### src/rtl/rl_ram_pkg.sv
// rl_ram_pkg: shared types and constants for the 1R1W RAM stream reader
package rl_ram_pkg;
    typedef enum logic [1:0] {IDLE, RUN, DRAIN} rd_state_t;
    localparam int SKID_DEPTH = 2;
endpackage

### src/rtl/rl_ram_1r1w_stream_reader_skid.sv
// rl_skid_fifo2: 2-entry register FIFO with registered head output and no fall-through
module rl_skid_fifo2
    import rl_ram_pkg::*;
#(
    parameter int W = 33
) (
    input  logic         clk_i,
    input  logic         rst_i,
    input  logic         push_i,
    input  logic [W-1:0] din_i,
    input  logic         pop_i,
    output logic [W-1:0] dout_o,
    output logic [1:0]   cnt_o
);
    logic [W-1:0] r_head, r_tail;
    logic [1:0]   r_cnt;
    logic         w_pop;
    assign w_pop  = pop_i && (r_cnt != 2'd0);
    assign dout_o = r_head;
    assign cnt_o  = r_cnt;
    always_ff @(posedge clk_i) begin
        if (rst_i) begin
            r_head <= '0;
            r_tail <= '0;
            r_cnt  <= '0;
        end else begin
            if (w_pop && r_cnt == 2'd2)
                r_head <= r_tail;
            else if (push_i && (r_cnt == 2'd0 || w_pop))
                r_head <= din_i;
            if (push_i && r_cnt != 2'd0 && !(w_pop && r_cnt == 2'd1))
                r_tail <= din_i;
            r_cnt <= r_cnt + {1'b0, push_i} - {1'b0, w_pop};
        end
    end
    always_ff @(posedge clk_i) begin
        if (!rst_i)
            assert (!(push_i && !w_pop && r_cnt == 2'(SKID_DEPTH)));
    end
endmodule

### src/rtl/rl_ram_1r1w_stream_reader.sv
// rl_ram_1r1w_stream_reader: burst reader for a 1-cycle-latency 1R1W RAM with credit-limited skid output
module rl_ram_1r1w_stream_reader
    import rl_ram_pkg::*;
#(
    parameter int ABITS = 10,
    parameter int DBITS = 32
) (
    input  logic             clk_i,
    input  logic             rst_i,
    input  logic             cmd_valid_i,
    output logic             cmd_ready_o,
    input  logic [ABITS-1:0] cmd_addr_i,
    input  logic [ABITS-1:0] cmd_len_i,
    output logic [ABITS-1:0] ram_raddr_o,
    input  logic [DBITS-1:0] ram_rdata_i,
    output logic             m_valid_o,
    input  logic             m_ready_i,
    output logic [DBITS-1:0] m_data_o,
    output logic             m_last_o,
    output logic             busy_o
);
    rd_state_t        r_state;
    logic [ABITS-1:0] r_addr, r_rem;
    logic             r_inflight, r_last_inflight, r_cmd_ready, r_busy;
    logic [1:0]       w_cnt;
    logic [2:0]       w_credit;
    logic [DBITS:0]   w_head;
    logic             w_pop, w_issue;
    assign w_pop       = m_valid_o && m_ready_i;
    assign w_credit    = {1'b0, w_cnt} + {2'b0, r_inflight};
    // a pop this cycle frees a slot, so it counts as credit for the next issue
    assign w_issue     = (r_state == RUN) && (w_credit < 3'(SKID_DEPTH) + {2'b0, w_pop});
    assign ram_raddr_o = r_addr;
    assign cmd_ready_o = r_cmd_ready;
    assign busy_o      = r_busy;
    assign m_valid_o   = (w_cnt != 2'd0);
    assign m_data_o    = w_head[DBITS:1];
    assign m_last_o    = w_head[0];
    always_ff @(posedge clk_i) begin
        if (rst_i) begin
            r_state         <= IDLE;
            r_addr          <= '0;
            r_rem           <= '0;
            r_inflight      <= 1'b0;
            r_last_inflight <= 1'b0;
            r_cmd_ready     <= 1'b1;
            r_busy          <= 1'b0;
        end else begin
            r_inflight      <= w_issue;
            r_last_inflight <= w_issue && (r_rem == '0);
            case (r_state)
                IDLE: if (cmd_valid_i) begin
                    r_addr      <= cmd_addr_i;
                    r_rem       <= cmd_len_i;
                    r_state     <= RUN;
                    r_cmd_ready <= 1'b0;
                    r_busy      <= 1'b1;
                end
                RUN: if (w_issue) begin
                    if (r_rem == '0)
                        r_state <= DRAIN;
                    else begin
                        r_addr <= r_addr + ABITS'(1);
                        r_rem  <= r_rem - ABITS'(1);
                    end
                end
                DRAIN: if (w_cnt == 2'd0 && !r_inflight) begin
                    r_state     <= IDLE;
                    r_cmd_ready <= 1'b1;
                    r_busy      <= 1'b0;
                end
                default: r_state <= IDLE;
            endcase
        end
    end
    rl_skid_fifo2 #(.W(DBITS + 1)) u_skid (
        .clk_i  (clk_i),
        .rst_i  (rst_i),
        .push_i (r_inflight),
        .din_i  ({ram_rdata_i, r_last_inflight}),
        .pop_i  (w_pop),
        .dout_o (w_head),
        .cnt_o  (w_cnt)
    );
endmodule

### config.mk
export PLATFORM = sky130hd
export DESIGN_NAME = rl_ram_1r1w_stream_reader
export DESIGN_NICKNAME = d
export VERILOG_FILES = /design/src/rtl/rl_ram_pkg.sv /design/src/rtl/rl_ram_1r1w_stream_reader_skid.sv /design/src/rtl/rl_ram_1r1w_stream_reader.sv
export SDC_FILE = /design/constraint.sdc
export NUM_CORES = 1
export LEC_CHECK = 0
export CAP_MARGIN = 20
export CORE_AREA = 2 2 76 115
export CTS_CLUSTER_SIZE = 20
export DETAILED_ROUTE_END_ITERATION = 10
export DIE_AREA = 0 0 78 117
export PLACE_DENSITY = 0.84
export SETUP_SLACK_MARGIN = 0.3
export SLEW_MARGIN = 10
export SYNTH_ARGS = -nofsm -noshare
export SYNTH_HDL_FRONTEND = slang
export SYNTH_HIERARCHICAL = 1
export SYNTH_SLANG_ARGS = --single-unit
### constraint.sdc
create_clock -name clk_i -period 6.4 [get_ports clk_i]
set_input_delay 1.92 -clock clk_i [delete_from_list [all_inputs] [get_ports clk_i]]
set_output_delay 1.92 -clock clk_i [all_outputs]
set_load 0.05 [all_outputs]
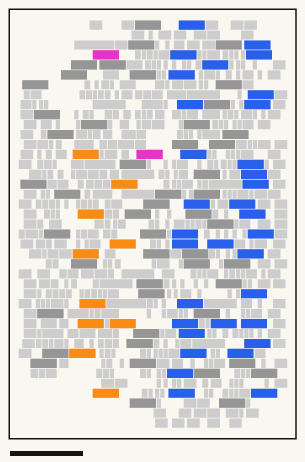
*Sequential cells colored by netlist name, run 1*
Bar = 20 um.
u_skid/cnt_o: in magenta, sequential cells 2. u_skid/dout_o: in blue, sequential cells 33. r_rem: in orange, sequential cells 10.
Another 49 sequential cells are not colored.

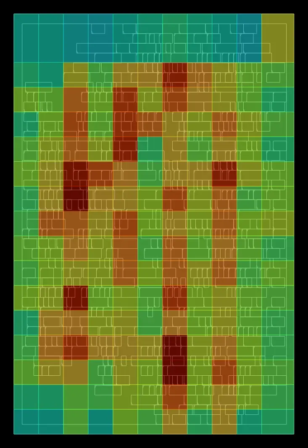
*Routing congestion map, run 1*
GRT met3 Usage: 0.04448
utilization of the core after routing: 0.6846

==> summary.txt, run 1 <==
# hold bufs at CTS: 0
Max transition margin: 0.3702
DRT met1 WL: 4250 um
Area enclosed by the die boundary: 9126 um2
Cell area after layout: 5619 um2
Delay of the slowest critical-path stage: 0.54 ns
Clock transition at the register clock pins on the worst setup and hold paths after CTS: 0.06 ns
DR pass1 iterations: 5
Met3 routed WL: 513 um
Residual overflow from global routing: 0
CTS tree: done
Most numerous cell in the Yosys netlist: sky130_fd_sc_hd__nand2_1
Remaining DRCs: 0
Area delta synth->final: 31.28%
Crit Path Max Fanout: 41
Time the worst path needs with I/O delays and setup: 4.046 ns
Capturing element type of the critical path: flop
Arr. time, crit path: 4.27 ns
Number of nets at floorplan: 613
Vert. Die Dim: 117 um
Insertion delay to the later sink of the worst-skew pair: 0.33 ns
Cell type with the highest aggregate area in the netlist: sky130_fd_sc_hd__dfxtp_1
Required arrival time at the worst endpoint: 6.62 ns
Final HPWL DP: 6836 um
CP startpoint: m_ready_i
Cells resized by post-CTS repair: 0
Hold Slack: 0.4535 ns
Post-synth mux share: 0.002338
Number of DRC violations after detailed-routing iteration 0: 301
Met2 Resource Use GR: 0.4201
Number of non-filler instances in the completed layout: 739
Adder Share, Synth: 0.01754
Routed vias/inst: 5.601
Worst Tran Pin Value: 0.9447 ns
Result of the run: completed
Detailed-route via count: 4,139
Portion of synthesized cell area occupied by the leading cell type: 0.4396
Worst reg-to-reg setup slack: 3.74 ns
Top metal layer carrying routed signals: met4
Share of layout cells above drive strength 1: 0.05854
Source of the worst hold timing path: u_skid/r_tail[18]$_SDFFE_PP0P_
Via count of the first global-routing pass: 3,794
Wire length per cell after detailed routing: 14.01 um
Yosys warning tally: 6
GRT Util Overall: 0.2276
Critical Path End: u_skid/dout_o[10]$_SDFFE_PP0P_
Synth Register Bits: 94
Static Leakage: 2.013 nW
Pin count of the biggest net entering global routing: 93
Number of clock sinks seen by CTS: 94
Chip Width: 78 um
Total wire length after detailed routing: 10,360 um
Count of tool warnings: 26
Type of element launching the critical path: primary input
Synth Area in Compound Gates: 0.2280
Placement Setup Slack: 2.078 ns
Number of distinct standard cells referenced by the synthesized netlist: 48
Pwr per Cell Area: 363.7 nW/um2
Number of cells in the design after placement: 721
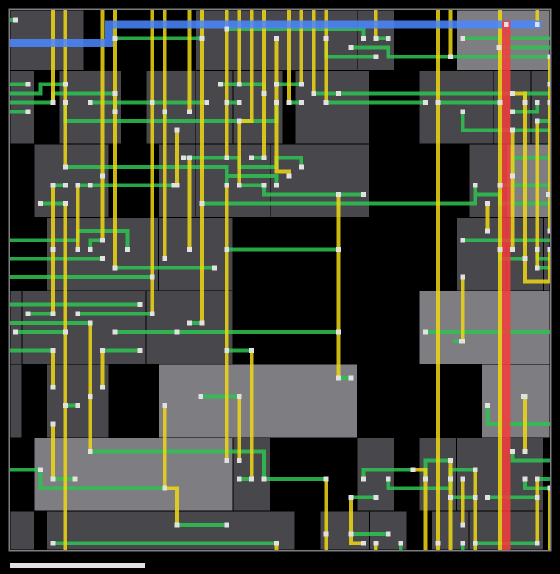
*A small window of the routed layout, run 1*
Bar = 5 um. Region (29, 72) to (49, 92) um. Cells in gray, sequential cells in the stronger gray; small squares are vias.
metal 1: in green. metal 2: in yellow. metal 3: in blue. metal 4: in red.
Most frequent: nand2_1 (8). 33 logic cells have their middle in the window. Sequential cells in the window: 3.

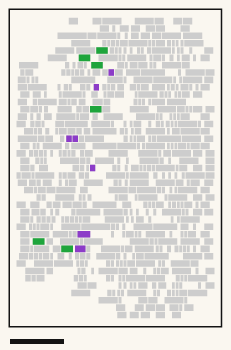
*Gate-type map, run 1*
Bar = 20 um.
fa/ha/maj cells: in green, cells 6, most used ha_1. and/or cells: in purple, cells 7.

-- run 1: layout make-up --
class                           instances  area [um2]
Multi-Input combinational cell        403        2155
Fill cell                             640        2589
Tap cell                              107       133.9
Sequential cell                        94        1882
Inverter                               11       41.29
Timing Repair Buffer                  108        1074
Clock inverter                          5       81.33
Clock buffer                           11       252.7
-- run 1: worst reg2reg max path, delay by kind of cell (launching register included) --
family	cells	cell delay, ns
buffers and inverters	1	0.11
AOI/OAI and AO/OA	1	0.22
and+or+nand+nor	4	1.69
adders and majority gates	1	0.22
DFF	1	0.32
-- run 1: power breakdown --
part,internal (mW),total [mW],switching [mW]
Sequential,0.669,0.745,0.0766
Clock,0.363,0.578,0.215
Combinational,0.273,0.721,0.448
==> inputs of run 2 (changes only) <==
CORE_AREA = 2 2 83 125   (was 2 2 76 115)
DIE_AREA = 0 0 85 127   (was 0 0 78 117)
PLACE_DENSITY = 0.75   (was 0.84)
clock period = 3.5 ns   (was 6.4 ns; I/O delays follow)
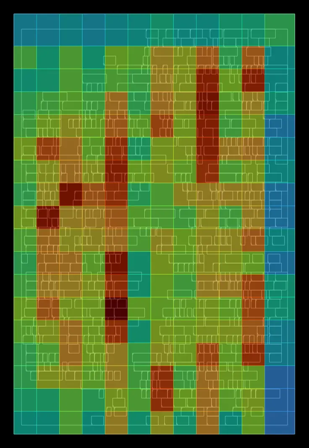
*Routing congestion map, run 2*
utilization of the core after routing: 0.5819
wire length per cell after detailed routing: 14.40 um
layer with the highest usage: met2

==> run 2 against run 1 <==
  * Clock skew is 0.0023 ns higher
  * Critical endpoint is now m_valid_o
  * Sequential power is 83% higher
  * Register-to-register slack worse by 2.5 ns
  * Largest power group unchanged
  * Utilization is 10 points lower
  * Sequential cell count stayed put
  * Critical path depth is 6 lower
==> summary.txt, run 2 <==
Result of the run: completed
Static Leakage: 2.001 nW
Antenna diode instance count: 0
Final HPWL DP: 7079 um
DR pass1 iterations: 5
Delay of the slowest critical-path stage: 0.81 ns
Most numerous cell in the Yosys netlist: sky130_fd_sc_hd__nand2_1
Post-synth mux share: 0.002338
Hold Slack: 0.4554 ns
GRT Util Overall: 0.1963
Met3 routed WL: 617 um
Detailed-route via count: 4,136
Total wire length after detailed routing: 10,800 um
Time the worst path needs with I/O delays and setup: 2.936 ns
Cell type with the highest aggregate area in the netlist: sky130_fd_sc_hd__dfxtp_1
Number of distinct standard cells referenced by the synthesized netlist: 48
Number of clock sinks seen by CTS: 94
Vert. Die Dim: 127 um
Pin count of the biggest net entering global routing: 67
CTS tree: done
Cell area after layout: 5607 um2
Source of the worst hold timing path: u_skid/r_tail[32]$_SDFFE_PP0P_
Arr. time, crit path: 1.89 ns
Required arrival time at the worst endpoint: 2.45 ns
Placement Setup Slack: 0.5207 ns
Yosys Chip Area: 4280 um2
Met2 Resource Use GR: 0.3566
Via count of the first global-routing pass: 3,902
Adder Share, Synth: 0.01754
Yosys warning tally: 6
Area delta synth->final: 30.99%
Synth Area in Compound Gates: 0.2280
Commonest non-fill, non-tap cell in the layout: sky130_fd_sc_hd__nand2_1
# hold bufs at CTS: 0
Number of cells in the design after placement: 734
Max transition margin: 0.4537
Crit Path Max Fanout: 10
Residual overflow from global routing: 0
Number of non-filler instances in the completed layout: 750
Number of nets at floorplan: 613
Remaining DRCs: 0
Capturing element type of the critical path: primary output
Portion of synthesized cell area occupied by the leading cell type: 0.4396
Share of layout cells above drive strength 1: 0.05984
Top metal layer carrying routed signals: met4
Worst reg-to-reg setup slack: 1.22 ns
Number of DRC violations after detailed-routing iteration 0: 231
Insertion delay to the later sink of the worst-skew pair: 0.34 ns
Chip Width: 85 um
CP startpoint: u_skid/cnt_o[1]$_SDFF_PP0_
Number of cells on the worst reg-to-reg path: 8
Worst Tran Pin Value: 0.8164 ns
## run 2: netlist changes by cell type in the layout (fill, tap and decap cells not counted), sizes merged
| cell | previous run | this run |
|---|---|---|
| buf | 8 | 11 |
| inv | 10 | 12 |
| bufinv | 2 | 1 |
| clkbuf | 11 | 10 |
| clkinv | 3 | 2 |
| clkinvlp | 1 | 2 |
## run 2: power by group
part           internal (mW)  switching (mW)  total (mW)
clock network          0.558           0.420       0.978
registers               1.22           0.139        1.36
logic                  0.508           0.826        1.33
## run 2: layout make-up
class                           instances  area [um2]
Inverter                               11       41.29
Clock inverter                          6       67.56
Timing Repair Buffer                  111        1094
Multi-Input combinational cell        403        2150
Clock buffer                           10       229.0
Tap cell                              115       143.9
Sequential cell                        94        1882
Fill cell                             874        4028
==> inputs of run 3 (changes only) <==
clock period = 2.5 ns   (was 3.5 ns; I/O delays follow)
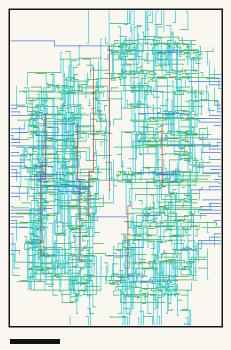
*Routed metal, one color a layer, run 3*
Bar = 20 um.
metal 2: in cyan, wire length 5,760 um. metal 1: in green, wire length 4,450 um. metal 4: in red, wire length 292 um. metal 3: in blue, wire length 648 um.

==> run 3 against run 2 <==
  * Synthesized area unchanged
  * Setup slack worse by 0.19 ns
  * Register-to-register slack worse by 0.85 ns
  * Global-route usage about the same
  * Via count up 1.6%
  * Sequential share of layout area down 1.0 points
  * Sequential cell count unchanged
  * Clock power up 42%
  * Die size unchanged
  * Critical path type is now reg -> reg
  * Largest power group is now combinational logic
==> summary.txt, run 3 <==
Result of the run: completed
Share of layout cells above drive strength 1: 0.1019
Plain + repair buffers: 124
Clock group power: 1.39 mW
# hold bufs at CTS: 0
Most numerous cell in the Yosys netlist: sky130_fd_sc_hd__nand2_1
Number of nets at floorplan: 613
CP startpoint: r_rem[1]$_SDFFE_PP0P_
Post-synth mux share: 0.002338
Flop pwr share: 0.360
#MultiIn Comb: 403
Remaining DRCs: 0
Residual overflow from global routing: 0
Number of cells on the worst reg-to-reg path: 8
Flop count: 94
Wire length per cell after detailed routing: 14.61 um
Adder Share, Synth: 0.01754
Via count of the first global-routing pass: 3,792
Top Consumer: combinational logic
Time the worst path needs with I/O delays and setup: 2.127 ns
Met2 Resource Use GR: 0.3483
Area enclosed by the die boundary: 10,800 um2
Clock buffer count in the final layout: 9
Portion of synthesized cell area occupied by the leading cell type: 0.4396
Layer with the highest usage: met2
Area-dominant cell class after layout: logic gates
Multi-input logic portion of the cell area: 0.3755
Clock tree cell share of total cell area: 0.05253
Proportion of total power due to net switching: 0.3809
Routed vias/inst: 5.510
Placement Setup Slack: -0.1152 ns
Seq area share: 0.3255
Commonest non-fill, non-tap cell in the layout: sky130_fd_sc_hd__nand2_1
Clock transition at the register clock pins on the worst setup and hold paths after CTS: 0.07 ns
Number of distinct standard cells referenced by the synthesized netlist: 48
Cell area after layout: 5812 um2
DR pass1 iterations: 5
Capturing element type of the critical path: flop
Int Power: 3.282 mW
Worst Tran Pin Value: 0.6323 ns
Crit Path Max Fanout: 6
Max transition margin: 0.5779
Antenna diode instance count: 0
Power in sequential cells: 1.91 mW
Sw power: 2.019 mW
Source of the worst hold timing path: r_last_inflight$_SDFF_PP0_
Type of element launching the critical path: flop
Total wire length after detailed routing: 11,150 um
Area occupied by multi-input gates: 2182 um2
Pwr per Cell Area: 912.2 nW/um2
Static Leakage: 2.305 nW
Synth Area in Compound Gates: 0.2280
Number of clock sinks seen by CTS: 94
==> run 3: cell count changes in the layout (fill, tap and decap cells not counted), moves of 3 or more <==
cell / before / now
sky130_fd_sc_hd__buf_12: 1 / 7
sky130_fd_sc_hd__inv_1: 9 / 6
sky130_fd_sc_hd__buf_4: 9 / 14
sky130_fd_sc_hd__dfxtp_1: 94 / 90
sky130_fd_sc_hd__inv_2: 1 / 4
sky130_fd_sc_hd__clkdlybuf4s50_1: 100 / 52
sky130_fd_sc_hd__dlygate4sd2_1: 0 / 46
==> run 3: metrics by stage <==
stage	cells	hold WS (ns)
3_3_place_gp	740	0.4403
2_1_floorplan	551	0.4321
4_1_cts	756	0.4531
5_1_grt	763	0.4697
6_report	763	0.4513
3_5_place_dp	740	0.4446
No activity file was given, so power comes from the tool's default toggle rates.
